==> config.mk <==
export PLATFORM = sky130hd
export DESIGN_NAME = flag_file_flat
export DESIGN_NICKNAME = d
export VERILOG_FILES = /design/src/rtl/flag_file_if.sv /design/src/rtl/flag_file.sv /design/src/flat_wrapper.sv
export SDC_FILE = /design/constraint.sdc
export NUM_CORES = 1
export LEC_CHECK = 0
export ABC_AREA = 1
export CAP_MARGIN = 20
export CORE_ASPECT_RATIO = 1.75
export CORE_UTILIZATION = 42
export CTS_CLUSTER_SIZE = 16
export DETAILED_ROUTE_END_ITERATION = 10
export MAX_ROUTING_LAYER = met4
export PLACE_DENSITY_LB_ADDON = 0.08
export SYNTH_ARGS = -nofsm -noshare
export SYNTH_HDL_FRONTEND = slang
export SYNTH_SLANG_ARGS = --single-unit
==> constraint.sdc <==
create_clock -name clk -period 3.6 [get_ports clk]
set_input_delay 0.54 -clock clk [delete_from_list [all_inputs] [get_ports clk]]
set_output_delay 0.54 -clock clk [all_outputs]
set_load 0.03 [all_outputs]
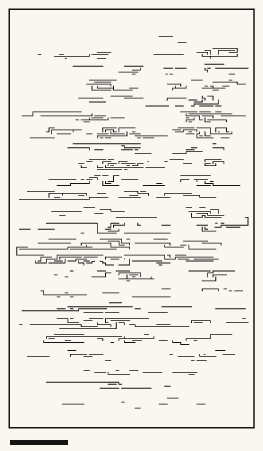
(run_1/met1.png)
Scale bar: 10 µm.
main direction: horizontal
wire length on this layer: 1,050 µm
share of all routed wire: 39%
WL final: 2712 µm
vias: 1,114
met1 GRT Util: 21.44%

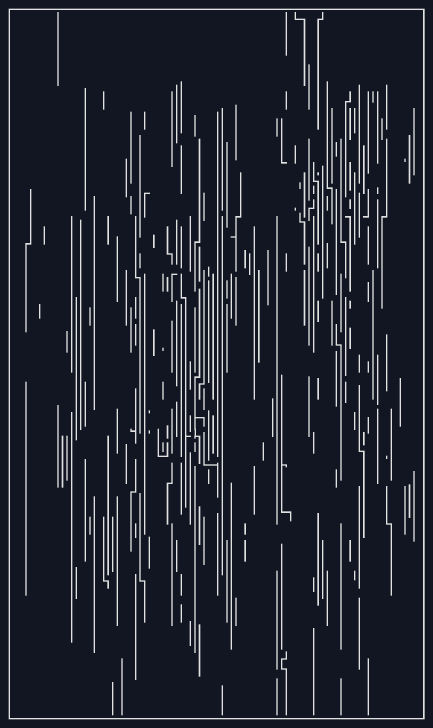
(run_1/met2.png)
main direction: vertical
nets with wire on the layer: 167
share of all routed wire: 56%
wire length on this layer: 1,520 µm
GR Util met2: 36.98%

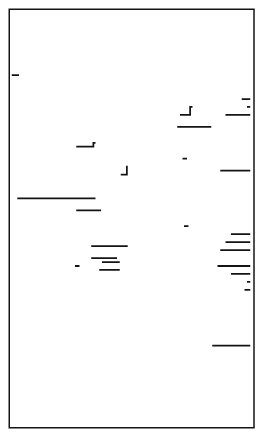
(run_1/met3.png)
wire length on this layer: 86.7 µm
nets with wire on the layer: 21
longest straight run: 13.1 µm
share of all routed wire: 3.2%
GR Util met3: 3.023%

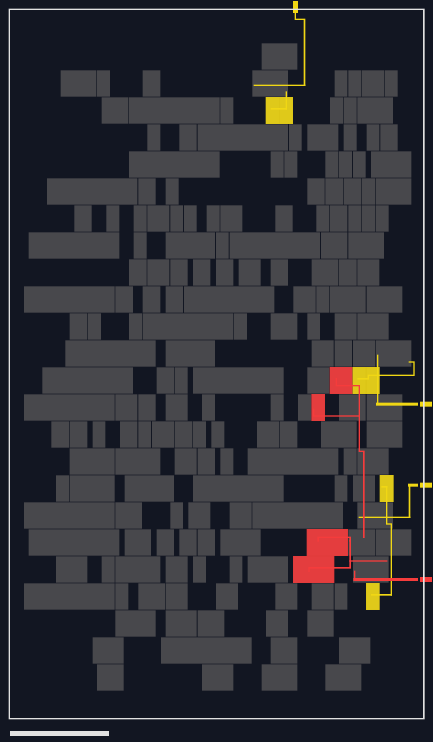
(run_1/port_nets.png)
Scale bar: 10 µm.
| port | color | direction | end cells | buffers | wire |
|---|---|---|---|---|---|
| `bus_flag_wr_mask` | yellow | input | 6 | 3 | 55.9 µm |
| `bus_pop` | red | input | 4 | 2 | 45.9 µm |
PortBufs: 24
# IOs: 25

==> flow_summary.ini, run 1 <==
; yosys + openroad results
[setup_path]
worst_path_largest_cell_delay_ns = 0.46
cp_num_cells = 7
critPathRequiredTime_ns = 3.06
r2r_cells = 10

[detailed_routing]
drcViolationCount = 0

[synth]
fp_nets = 171
postSynthSeqShare_pct = 41.21
postSynthCellCount = 151
yosysTopAreaCellShare_pct = 41.21
synth-cells-yosys = 151
ys_chip_area_um2 = 1154
syn_area_um2 = 1154

[pwr]
intPower_mw = 0.6946
vdd_drop_max_v = 0.0006459
comb_power_share_pct = 57.6
p_sw_share_pct = 44.76
p_clk_share_pct = 11.8
pwr_density_cell_nw_per_um2 = 798.9

[outcome]
violations = setup timing
status = complete, but fails checks

[final_layout]
nFillCells = 242
lay_top_count = nand2_1
mostFrequentLayoutCells = nand2_1 (31), dfrtn_1 (19), o21ai_0 (15)

[final_timing]
layout_setup_ws_ns = -0.1472
maxSlewHeadroom_pct = 79.69
setup_viol = 1
finalClockSkew_ns = 0.001501

[hold_path]
holdPathStages = 2

[placed_design]
place_congestion = 0.8512

[clock_network]
cts_num_sinks = 19
cts_made_buffers = 3
cts_tree = built

[die]
chipHeight_um = 71.33
rows = 24
chipWidth_um = 41.62

[grt]
grt_first_pass_wirelength_um = 4616
grt_pass1_vias = 1109
==> run 1: cell usage after synthesis (all sizes together) <==
master	n
o21ai	19
dfrtn	19
o22ai	7
a21oi	7
nand3	7
nor2	15
buf	1
xor2	2
clkinv	1
nor3	1
inv	19
ha	5
nand4	1
nand2	47
==> run 1: area by class of cell <==
| type | count | area, µm² | share of cell area (%) |
|---|---|---|---|
| Clock buffer | 3 | 41.29 | 2.623 |
| Clock inverter | 1 | 5.005 | 0.3180 |
| Inverter | 20 | 82.58 | 5.246 |
| Multi-Input combinational cell | 111 | 635.6 | 40.38 |
| Sequential cell | 19 | 475.5 | 30.21 |
| Tap cell | 26 | 32.53 | 2.067 |
| Timing Repair Buffer | 34 | 301.5 | 19.16 |
==> run 1: through the flow <==
step / setup WS (ns) / cells
finish: -0.1472 / 214
global route: -0.2423 / 214
CTS: -0.1663 / 213
detailed placement: -0.02396 / 206
global placement: 0.01665 / 206
floorplan: -0.05007 / 151
==> run 1: metal layers <==
layer	routed length (µm)	global-route usage, %	up-vias
li1	-	-	560
met1	1054	21.44	515
met2	1518	36.98	32
met3	86	3.023	7
met4	53	9.319	0
met5	0	-	-
==> run 1: power by group through the flow <==
| stage | registers (mW) | clock network (mW) | logic [mW] |
|---|---|---|---|
| after global routing | 0.395 | 0.161 | 0.803 |
| after detailed placement | 0.387 | 0 | 0.680 |
| after global placement | 0.387 | 0 | 0.670 |
| after floorplan | 0.455 | 0 | 0.389 |
| final | 0.384 | 0.149 | 0.725 |
| after CTS | 0.379 | 0.152 | 0.713 |
==> run 1: worst reg2reg max path: cells and delay by family, from the launching register on <==
kind	cells	cell delay, ns
flip-flops	1	0.42
adder cells (fa/ha/maj)	1	0.17
AND-OR/OR-AND	1	0.08
AND/OR/NAND/NOR	5	0.42
buffers and inverters	3	0.20
==> run 2, diff against run 1 <==
CORE_UTILIZATION = 30   (was 42)
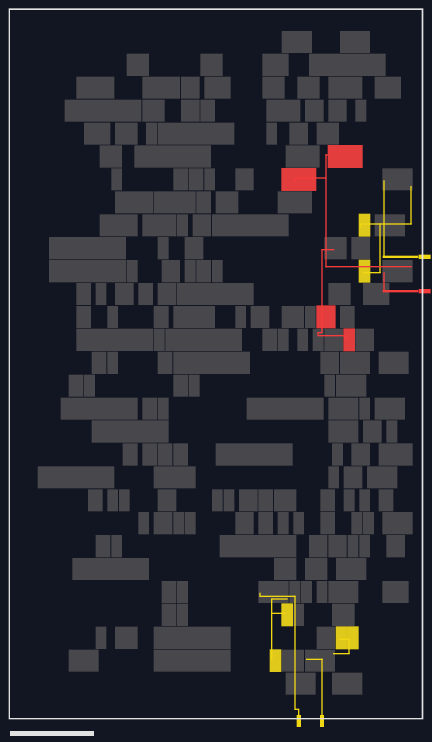
(run_2/port_nets.png)
Scale bar: 10 µm.
| port | color | direction | end cells | buffers | wire |
|---|---|---|---|---|---|
| `bus_flag_wr_mask` | yellow | input | 6 | 3 | 74.1 µm |
| `bus_pop` | red | input | 4 | 2 | 49.6 µm |

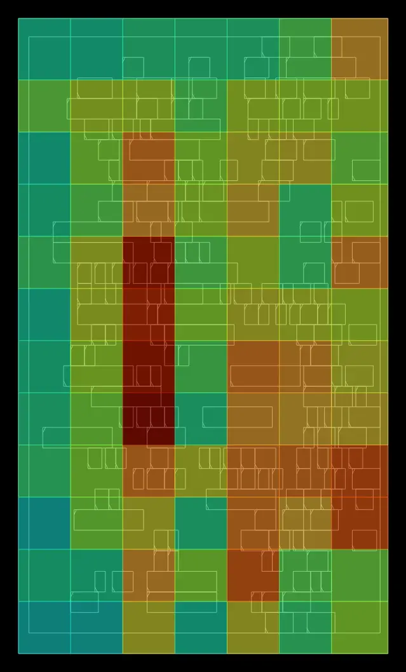
(run_2/final_congestion.png)
busiest metal layer after global routing: met2
met1 GRT Util: 16.14%
GR Util met3: 1.639%
final core occ: 45.34%

==> run 2 against run 1 <==
Effect of this change:
- the run still ends with setup timing left
- total power increased by 5.3%
- wire length grew 14%
- combinational power up 8.1%
- flip-flop count unchanged
- critical endpoint unchanged
- die size rose by 38%
==> flow_summary.ini, run 2 <==
; yosys + openroad results
[outcome]
status = complete, but fails checks
violations = setup timing

[placed_design]
place_congestion = 0.7949
port_buffers = 24

[synth]
synthArstFlopShare_pct = 100.0
fp_nets = 171
top_cells_by_count = nand2_1 (37), dfrtn_1 (19), o21ai_0 (15)
yosysTopAreaCellShare_pct = 41.21
syn_area_um2 = 1154
postSynthSeqShare_pct = 41.21
ys_chip_area_um2 = 1154
synth-cells-yosys = 151
edf_count = 0
postSynthCellCount = 151
yosysMostFrequentCell = nand2_1

[die]
chipHeight_um = 84.03
ioPinCount = 25
rows = 29

[setup_path]
r2r_cells = 10
worst_path_largest_cell_delay_ns = 0.47

[final_layout]
mostFrequentLayoutCells = nand2_1 (28), dfrtn_1 (19), buf_4 (18)
lay_top_count = nand2_1
fin_cells = 239

[grt]
grt_pass1_vias = 1145

[detailed_routing]
met2_length_um = 1831
dr.max_layer_used = met4
vias = 1136
routed-wl-met3_um = 54

[pwr]
p_sw_share_pct = 44.68
pwr_density_cell_nw_per_um2 = 796.6
intPower_mw = 0.7323
comb_power_share_pct = 59.3

[clock_network]
cts_made_buffers = 3
cts_tree = built

[final_timing]
layout_setup_ws_ns = -0.1342
setup_viol = 1
maxSlewHeadroom_pct = 79.91
## run 2: per-layer routing
metal / global-route usage (%) / up-vias
met5: - / -
met4: 6.417 / 0
met3: 1.639 / 4
met2: 32.58 / 21
met1: 16.14 / 539
li1: - / 572
## run 2: power groups by stage
stage	clock, mW	sequential [mW]	combinational (mW)
final	0.151	0.388	0.784
after detailed placement	0	0.393	0.693
after CTS	0.158	0.386	0.722
after global routing	0.167	0.401	0.862
after global placement	0	0.389	0.688
after floorplan	0	0.455	0.389
## run 2: kinds of logic after synthesis
| kind of cell | after synthesis |
|---|---|
| simple gates | 71 |
| buf+inv | 21 |
| xor+xnor | 2 |
| flops | 19 |
| fa+ha+maj | 5 |
| compound gates | 33 |
## run 2: repair_timing
| action | CTS | global route |
|---|---|---|
| pin swaps | 1 | 6 |
| buffers inserted | 2 | 6 |
| hold buffers | 0 | 0 |
| hold endpoints to repair | 0 | 0 |
| setup endpoints to repair | 9 | 4 |
| resized | 12 | 19 |
| cloned | 0 | 0 |
## run 2: per-stage QoR
step / TNS, ns / utilization (%)
2_1_floorplan: -0.1033 / -
3_3_place_gp: -0.0006234 / 40.90
3_5_place_dp: -0.1142 / 40.90
4_1_cts: -0.1660 / 42.98
5_1_grt: -0.2287 / 45.34
6_report: -0.1342 / 45.34
## run 2: layout make-up
type | instances | area, µm²
fill | 387 | 2003
multi-input combinational | 111 | 663.1
sequential | 19 | 475.5
timing repair buffer | 39 | 337.8
inverter | 20 | 82.58
tap | 46 | 57.56
clock buffer | 4 | 45.04
## run 2: worst max-delay path, delay by kind of cell, from the launching register on
| kind | cells | cell delay (ns) |
|---|---|---|
| flip-flops | 1 | 0.47 |
| buffers and inverters | 2 | 0.18 |
| AND/OR/NAND/NOR | 6 | 0.47 |
Power figures rest on the tool's default switching activity, not on a simulated workload.
